===== config.mk =====
export PLATFORM = sky130hd
export DESIGN_NAME = cand_sweep_ctrl
export DESIGN_NICKNAME = d
export VERILOG_FILES = /design/src/rtl/icblbc_pkg.sv /design/src/rtl/cand_sweep_ctrl_popcount8.sv /design/src/rtl/cand_sweep_ctrl.sv
export SDC_FILE = /design/constraint.sdc
export NUM_CORES = 1
export LEC_CHECK = 0
export CAP_MARGIN = 40
export CORE_ASPECT_RATIO = 0.8
export CORE_MARGIN = 4
export CORE_UTILIZATION = 40
export DETAILED_ROUTE_END_ITERATION = 12
export SYNTH_ARGS = -nofsm -noshare
export SYNTH_HDL_FRONTEND = slang
export SYNTH_SLANG_ARGS = --single-unit
export TNS_END_PERCENT = 5

===== constraint.sdc =====
create_clock -name clock -period 6.7 [get_ports clock]
set_clock_uncertainty 0.05 [all_clocks]
set_input_delay 1.675 -clock clock [delete_from_list [all_inputs] [get_ports clock]]
set_output_delay 1.675 -clock clock [all_outputs]
set_load 0.05 [all_outputs]

===== src/rtl/icblbc_pkg.sv =====
// Shared definitions for the candidate sweep controller:
// default widths, distance width and FSM state encoding.
package icblbc_pkg;

    localparam int CODE_W_DEF = 8;
    localparam int LEN_W_DEF  = 9;
    localparam int DIST_W     = 4;

    typedef enum logic [1:0] {
        ST_IDLE  = 2'd0,
        ST_ISSUE = 2'd1,
        ST_DRAIN = 2'd2,
        ST_DONE  = 2'd3
    } state_e;

endpackage


===== src/rtl/cand_sweep_ctrl_popcount8.sv =====
// popcount8: combinational set-bit count of an 8-bit value.
// Ports: val_i (8-bit operand), cnt_o (number of ones, 0..8).
module popcount8
    import icblbc_pkg::*;
(
    input  logic [7:0]        val_i,
    output logic [DIST_W-1:0] cnt_o
);

    always_comb begin
        cnt_o = '0;
        for (int k = 0; k < 8; k++) begin
            cnt_o = cnt_o + DIST_W'(val_i[k]);
        end
    end

endmodule


===== src/rtl/cand_sweep_ctrl.sv =====
// cand_sweep_ctrl: streams L candidates from a source RAM, keeps those whose
// Hamming distance to a reference code is >= min_dist, packs them into a
// destination RAM from address 0 and reports the survivor count.
// Ports: clock, reset_n (sync, active-low), start, code, min_dist, cand_len,
//   rd_addr/rd_data (source RAM, 1-cycle latency), wr_en/wr_addr/wr_data
//   (survivor RAM), busy, done (1-cycle pulse), next_len (survivor count).
// Optional macro CAND_SWEEP_GEN_EN adds gen/n: generate candidates 0..2**n-1
// internally instead of reading the source RAM.
module cand_sweep_ctrl
    import icblbc_pkg::*;
#(
    parameter int CODE_W = CODE_W_DEF,
    parameter int LEN_W  = LEN_W_DEF
) (
    input  logic              clock,
    input  logic              reset_n,
    input  logic              start,
    input  logic [CODE_W-1:0] code,
    input  logic [DIST_W-1:0] min_dist,
    input  logic [LEN_W-1:0]  cand_len,
`ifdef CAND_SWEEP_GEN_EN
    input  logic              gen,
    input  logic [3:0]        n,
`endif
    output logic [CODE_W-1:0] rd_addr,
    input  logic [CODE_W-1:0] rd_data,
    output logic              wr_en,
    output logic [CODE_W-1:0] wr_addr,
    output logic [CODE_W-1:0] wr_data,
    output logic              busy,
    output logic              done,
    output logic [LEN_W-1:0]  next_len
);

    state_e            state_q;
    logic [CODE_W-1:0] code_q;
    logic [DIST_W-1:0] min_q;
    logic [LEN_W-1:0]  len_q;
    logic [LEN_W-1:0]  idx_q;
    logic [LEN_W-1:0]  cnt_q;
    logic              v1_q;
    logic              v2_q;
    logic              wr_en_q;
    logic [CODE_W-1:0] wr_addr_q;
    logic [CODE_W-1:0] wr_data_q;
    logic              busy_q;
    logic              done_q;
    logic [LEN_W-1:0]  next_len_q;

    logic [LEN_W-1:0]  len_d;
    logic [CODE_W-1:0] cand_d;
    logic [DIST_W-1:0] dist_d;
    logic              pass_d;

`ifdef CAND_SWEEP_GEN_EN
    logic              gen_q;
    // Address issued last cycle; it is the candidate itself in gen mode.
    logic [CODE_W-1:0] a2_q;

    always_comb begin
        len_d  = gen ? (LEN_W'(1) << n) : cand_len;
        cand_d = gen_q ? a2_q : rd_data;
    end
`else
    always_comb begin
        len_d  = cand_len;
        cand_d = rd_data;
    end
`endif

    popcount8 u_pop (
        .val_i (8'(code_q ^ cand_d)),
        .cnt_o (dist_d)
    );

    assign pass_d = v2_q && (dist_d >= min_q);

    always_ff @(posedge clock) begin
        if (!reset_n) begin
            state_q    <= ST_IDLE;
            code_q     <= '0;
            min_q      <= '0;
            len_q      <= '0;
            idx_q      <= '0;
            cnt_q      <= '0;
            v1_q       <= 1'b0;
            v2_q       <= 1'b0;
            wr_en_q    <= 1'b0;
            wr_addr_q  <= '0;
            wr_data_q  <= '0;
            busy_q     <= 1'b0;
            done_q     <= 1'b0;
            next_len_q <= '0;
`ifdef CAND_SWEEP_GEN_EN
            gen_q      <= 1'b0;
            a2_q       <= '0;
`endif
        end else begin
            // Read pipeline: v1 = address on rd_addr, v2 = data on rd_data.
            v2_q    <= v1_q;
            wr_en_q <= pass_d;
            done_q  <= 1'b0;
`ifdef CAND_SWEEP_GEN_EN
            a2_q    <= idx_q[CODE_W-1:0];
`endif
            if (pass_d) begin
                wr_addr_q <= cnt_q[CODE_W-1:0];
                wr_data_q <= cand_d;
                cnt_q     <= cnt_q + LEN_W'(1);
            end

            unique case (state_q)
                ST_IDLE: begin
                    if (start) begin
                        code_q <= code;
                        min_q  <= min_dist;
                        len_q  <= len_d;
                        idx_q  <= '0;
                        cnt_q  <= '0;
                        busy_q <= 1'b1;
`ifdef CAND_SWEEP_GEN_EN
                        gen_q  <= gen;
`endif
                        if (len_d == '0) begin
                            state_q    <= ST_DONE;
                            done_q     <= 1'b1;
                            next_len_q <= '0;
                        end else begin
                            state_q <= ST_ISSUE;
                            v1_q    <= 1'b1;
                        end
                    end
                end
                ST_ISSUE: begin
                    if (idx_q == len_q - LEN_W'(1)) begin
                        v1_q    <= 1'b0;
                        state_q <= ST_DRAIN;
                    end else begin
                        idx_q <= idx_q + LEN_W'(1);
                    end
                end
                ST_DRAIN: begin
                    // Last data was evaluated last cycle; count is final.
                    if (!v2_q) begin
                        state_q    <= ST_DONE;
                        done_q     <= 1'b1;
                        next_len_q <= cnt_q;
                    end
                end
                ST_DONE: begin
                    state_q <= ST_IDLE;
                    busy_q  <= 1'b0;
                end
                default: state_q <= ST_IDLE;
            endcase
        end
    end

    assign rd_addr  = idx_q[CODE_W-1:0];
    assign wr_en    = wr_en_q;
    assign wr_addr  = wr_addr_q;
    assign wr_data  = wr_data_q;
    assign busy     = busy_q;
    assign done     = done_q;
    assign next_len = next_len_q;

endmodule

### Wire density map, run 1

23 x 19 tiles, from dark blue (low) to red (high), scaled to the fullest tile. Values are wire area over tile area, all layers added.
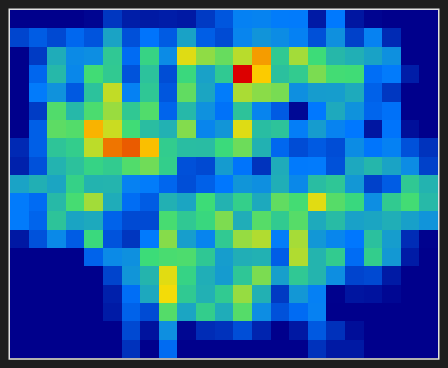
tiles over half the peak = 14%
nearly empty tiles = 20%
mean over tiles = 0.14
emptiest ninth of the die = south-west
fullest tile = 0.51

### Clock wires, drivers and flops, run 1

The bar under the picture is 20 um long.
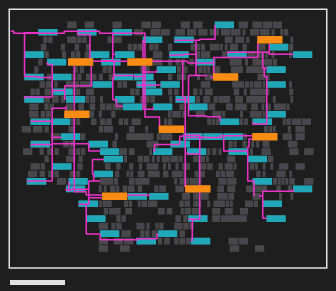
clock drivers -> orange  # count 9
flip-flops -> cyan  # count 71
clock wires -> magenta  # length 999 um
routed clock nets = 10

### Cell sizes after repair, run 1

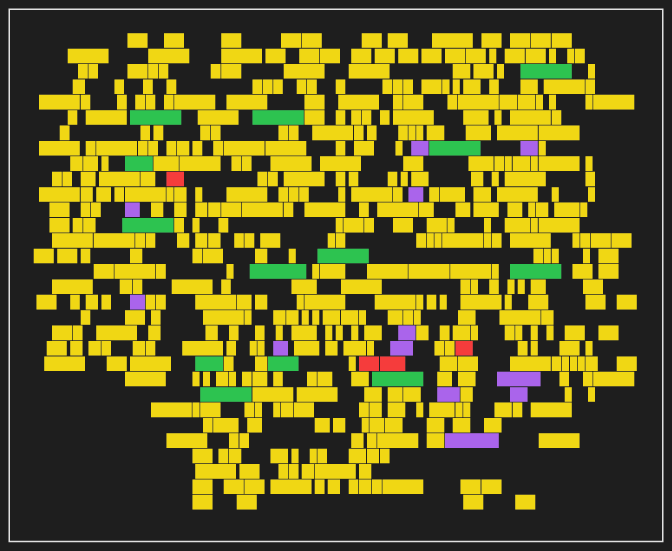
_3 and _4 cells -> purple  # cells 12, share 2.4%, most used clkinv_4
_6 and larger -> green  # cells 13, share 2.6%, most used clkbuf_16
_0 and _1 cells -> yellow  # cells 473, share 94%, most used dfxtp_1
_2 cells -> red  # cells 4, share 0.80%

==> out/results.tsv, run 1 <==
stage	metric	value	unit
power	maxPowerGroup	combinational logic	
floorplanning	well_tap_count	115	
logic_synthesis	avgSynthCellArea	8.20	sq um
final_layout	most-common-layout-cells	71 x dfxtp_1, 67 x clkdlybuf4s50_1, 64 x a21oi_1, 59 x nand2_1, 33 x nand3_1	
final_layout	fill_cells	867	
critical_path	crit_path_max_fanout	19	
critical_path	cp.depth	17	
logic_synthesis	ys_chip_area	0.00368	sq mm
final_layout	comb_area	0.00201	sq mm
final_layout	comb_cells	323	
floorplanning	row_count	31	
drt	wl	9350	um
floorplanning	initial_core_util	40.9	%
drt	drc_errors	0	
logic_synthesis	top_cell	dfxtp_1	
final_layout	area_growth	27.2	%
job	tool_warnings	29	
logic_synthesis	xor_area_share	5.23	%
status	status	complete, no violations	
power	power.switching	709	uW
power	clkPwrFrac	26.9	%
power	ir_worst_vdd	216	uV
power	p_seq	513	uW
final_layout	regArea	0.00142	sq mm
logic_synthesis	yosys.area_share.aoi	17.9	%
power	comb_power	741	uW
critical_path	rr_endpoint	cnt_q[2]	
final_layout	largestClassByArea	combinational gates	
logic_synthesis	postSynthSeqShare	38.6	%
run 1: through the flow:
stage	hold WS [ns]	instance area (sq um)	total power, mW	setup slack (ns)
6_report	0.400	4680	1.71	0.725
5_1_grt	0.422	4680	1.84	0.519
4_1_cts	0.408	4680	1.73	0.723
3_5_place_dp	0.390	4390	1.26	0.384
3_3_place_gp	0.388	4340	1.22	0.468
2_1_floorplan	0.374	3680	1.07	0.923
run 1: per-layer routing:
layer / vias up / wire, um / global-route usage (%) / part of all wire, %
met3: 13 / 525 / 5.60 / 5.6
met4: 0 / 156 / 6.45 / 1.7
met2: 69 / 4080 / 26.0 / 44
met1: 1512 / 4590 / 24.3 / 49
met5: - / 0 / 0 / 0
li1: 1670 / - / - / -
### Cell outlines without signal wires, run 1

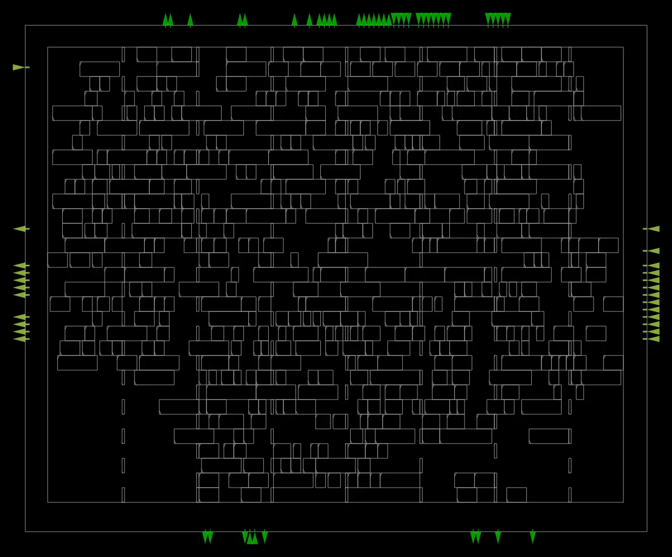

--- run 2 (diff from run 1) ---
--- a/config.mk
+++ b/config.mk
@@ -10,6 +10,7 @@
 export CORE_MARGIN = 4
 export CORE_UTILIZATION = 40
 export DETAILED_ROUTE_END_ITERATION = 12
+export GPL_TIMING_DRIVEN = 0
 export SYNTH_ARGS = -nofsm -noshare
 export SYNTH_HDL_FRONTEND = slang
 export SYNTH_SLANG_ARGS = --single-unit
### Cell outlines without signal wires, run 2

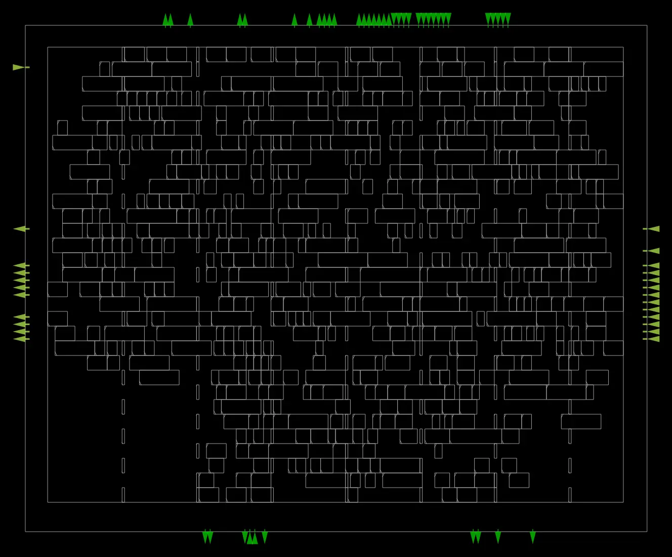
core area: 0.00900 sq mm
Fill cells: 870
final cell count without fillers: 647

==> run 2 against run 1 <==
  * Maximum frequency is 6.1% lower
  * Wire length is 4.5% higher
  * Die size stayed put
  * Utilization is 1.3 points higher
  * Critical path type unchanged
  * Highest routed layer unchanged
==> out/results.tsv, run 2 <==
stage	metric	value	unit
global_routing	met3_usage	4.96	%
global_routing	top_usage_layer	met2	
job	tool_warnings	29	
final_timing	drv_slew	0	
critical_path	rr_endpoint	cnt_q[4]	
final_layout	comb_area	0.00201	sq mm
final_timing	hold_slack	0.399	ns
global_routing	track_usage	18.5	%
global_routing	gr-usage-met1	26.1	%
logic_synthesis	top_cell	dfxtp_1	
drt	drc_errors	0	
final_layout	most-common-layout-cells	71 x dfxtp_1, 67 x clkdlybuf4s50_1, 64 x a21oi_1, 59 x nand2_1, 33 x nand3_1	
clocking	cts_tree	yes	
floorplanning	initial_core_util	40.9	%
critical_path	crit_type	in -> reg	
global_routing	gr-total-overflow	0	
global_routing	grt_max_degree	14	
power	power.switching	722	uW
power	total_power	1.75	mW
drt	wl_met3	400	um
final_layout	nonClockInverterCount	20	
final_layout	fin_area	0.00479	sq mm
final_timing	worstMarginPinSlew	0.901	ns
critical_path	crit_path_max_fanout	10	
drt	topRoutingLayerUsed	met4	
final_timing	worst_slack	0.340	ns
drt	dr_wl_met2	4430	um
global_routing	gr-usage-met2	28.2	%
critical_path	r2r_slack	1.87	ns
logic_synthesis	ys.flop_type	dfxtp_1	
logic_synthesis	xor_area_share	5.23	%
logic_synthesis	top_area_cell	dfxtp_1	
final_layout	regArea	0.00142	sq mm
placement	dp_slack	-0.102	ns
final_layout	largestClassByArea	combinational gates	
status	status	complete, no violations	
floorplanning	well_tap_count	115	
logic_synthesis	fa_ha_area_share	6.93	%
### Register map, names as in the netlist, run 2

The bar under the picture is 20 um long. Other sequential cells in the stronger grey, the rest of the logic in the fainter grey.
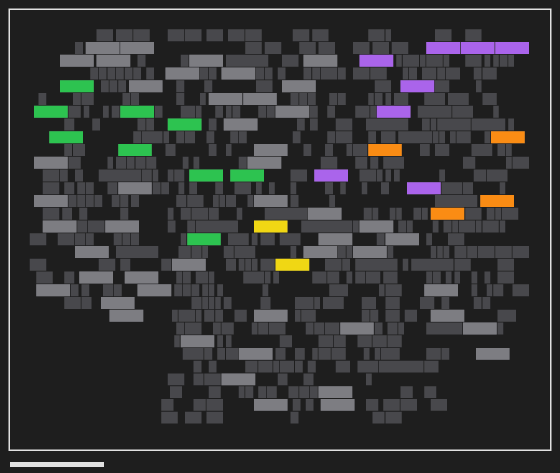
code_q -> purple  # placed flops 8, where north-east
cnt_q -> green  # placed flops 9
min_q -> orange  # placed flops 4
state_q -> yellow  # placed flops 2
not coloured = 48

## run 2: netlist changes by cell type in the layout (fill, tap and decap cells not counted), sizes merged
cell,change
clkbuf,+22
inv,+2
clkinv,-2
bufinv,+1
buf,+7
## run 2: power groups by stage
stage / Sequential [mW] / Clock [mW] / Combinational [mW]
after global placement: 0.513 / 0 / 0.750
after detailed placement: 0.514 / 0 / 0.765
final: 0.505 / 0.478 / 0.767
after global routing: 0.512 / 0.508 / 0.873
after floorplan: 0.542 / 0 / 0.524
after CTS: 0.505 / 0.489 / 0.768
## run 2: critical path: cells and delay by family
kind,cells,cell delay [ns]
xor gates and xnor gates,1,0.18
AOI/OAI and AO/OA,5,0.92
adders and majority gates,6,2.44
buffers and inverters,7,1.35
### Cell sizes after repair, run 2

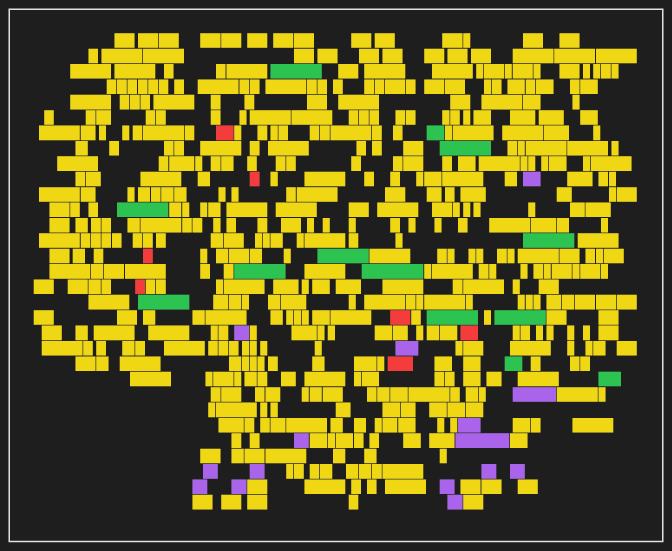

--- run 3 (diff from run 2) ---
--- a/config.mk
+++ b/config.mk
@@ -9,6 +9,7 @@
 export CORE_ASPECT_RATIO = 0.8
 export CORE_MARGIN = 4
 export CORE_UTILIZATION = 40
+export CTS_CLUSTER_SIZE = 28
 export DETAILED_ROUTE_END_ITERATION = 12
 export GPL_TIMING_DRIVEN = 0
 export SYNTH_ARGS = -nofsm -noshare
==> constraint.sdc (replaced) <==
create_clock -name clock -period 6.7 [get_ports clock]
set_clock_uncertainty 0.05 [all_clocks]
set_input_delay 1.34 -clock clock [delete_from_list [all_inputs] [get_ports clock]]
set_output_delay 1.34 -clock clock [all_outputs]
set_load 0.05 [all_outputs]
### Cell sizes after repair, run 3

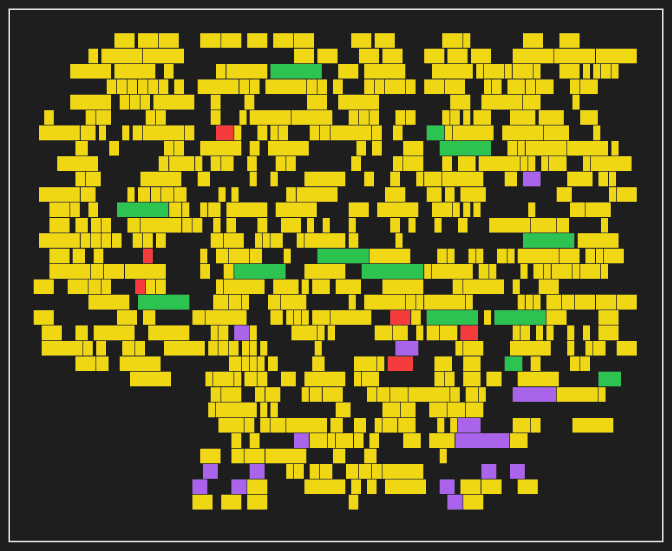
_2 cells -> red  # cells 6, share 1.1%
_6 and larger -> green  # cells 13, share 2.4%, most used clkbuf_16
_0 and _1 cells -> yellow  # cells 498, share 94%, most used dfxtp_1
_3 and _4 cells -> purple  # cells 15, share 2.8%, most used buf_4

### Clock wires, drivers and flops, run 3

The bar under the picture is 20 um long.
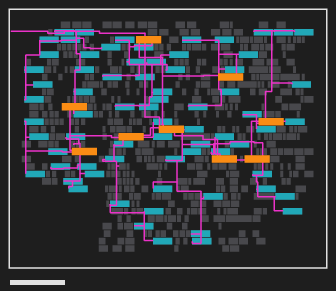
clock wires -> magenta  # length 972 um
clock drivers -> orange  # count 9
flip-flops -> cyan  # count 71
flops lie = spread over the die
routed clock nets = 10

==> run 3 against run 2 <==
  * Combinational power barely moved
  * Hold slack unchanged
  * Global-route usage did not move
  * Clock power is essentially flat
  * Register-to-register slack got worse by 0.12 ns
  * Utilization about the same
  * Synthesized cell count is the same
  * Wire length about the same
  * Highest routed layer unchanged
==> out/results.tsv, run 3 <==
stage	metric	value	unit
status	status	complete, no violations	
critical_path	crit_path_max_fanout	10	
final_layout	area_growth	30.2	%
placement	placed_cell_area	0.00450	sq mm
global_routing	gr-usage-met2	28.2	%
global_routing	met3_usage	4.96	%
final_layout	regArea	0.00142	sq mm
floorplanning	initial_core_util	40.9	%
logic_synthesis	fa_ha_area_share	6.93	%
critical_path	crit_type	in -> reg	
drt	drc_errors	0	
final_layout	most-common-layout-cells	71 x dfxtp_1, 67 x clkdlybuf4s50_1, 64 x a21oi_1, 59 x nand2_1, 33 x nand3_1	
final_timing	hold_slack	0.399	ns
power	ir_worst_vdd	200	uV
final_timing	worstMarginPinSlew	0.901	ns
global_routing	track_usage	18.5	%
critical_path	r2r_slack	1.75	ns
power	clkPwrFrac	27.4	%
final_layout	largestClassByArea	combinational gates	
final_timing	drv_slew	0	
logic_synthesis	avgSynthCellArea	8.20	sq um
global_routing	top_usage_layer	met2	
final_layout	nonClockInverterCount	20	
floorplanning	core_area	0.00900	sq mm
drt	wl_met1	4890	um
logic_synthesis	top_area_cell	dfxtp_1	
power	power.switching	721	uW
logic_synthesis	postSynthSeqShare	38.6	%
drt	dr_wl_met2	4430	um
final_layout	fin_area	0.00479	sq mm
global_routing	gr-usage-met1	26.1	%
global_routing	gr-total-overflow	0	
global_routing	grt_max_degree	14	
power	total_power	1.75	mW
## run 3: cell counts in the layout (fill, tap and decap cells not counted)
Identical to the previous run, type by type.
## run 3: per-stage QoR
stage	worst slack [ns]	utilization [%]	instances
global placement	0.293	50.0	631
CTS	0.563	53.3	647
global route	0.245	53.3	647
finish	0.554	53.3	647
detailed placement	0.233	50.0	631
floorplan	1.26	-	449
## run 3: kinds of logic after synthesis
kind of cell / after synthesis
simple gates: 163
xor+xnor: 20
compound gates: 116
flops: 71
fa+ha+maj: 18
mux: 6
buf+inv: 55
## run 3: power groups by stage
stage	registers (mW)	clock network [mW]	logic (mW)
floorplan	0.542	0	0.524
global placement	0.513	0	0.750
detailed placement	0.514	0	0.765
CTS	0.505	0.489	0.768
global route	0.512	0.508	0.870
finish	0.505	0.478	0.764
Power and IR drop assume default switching activity.
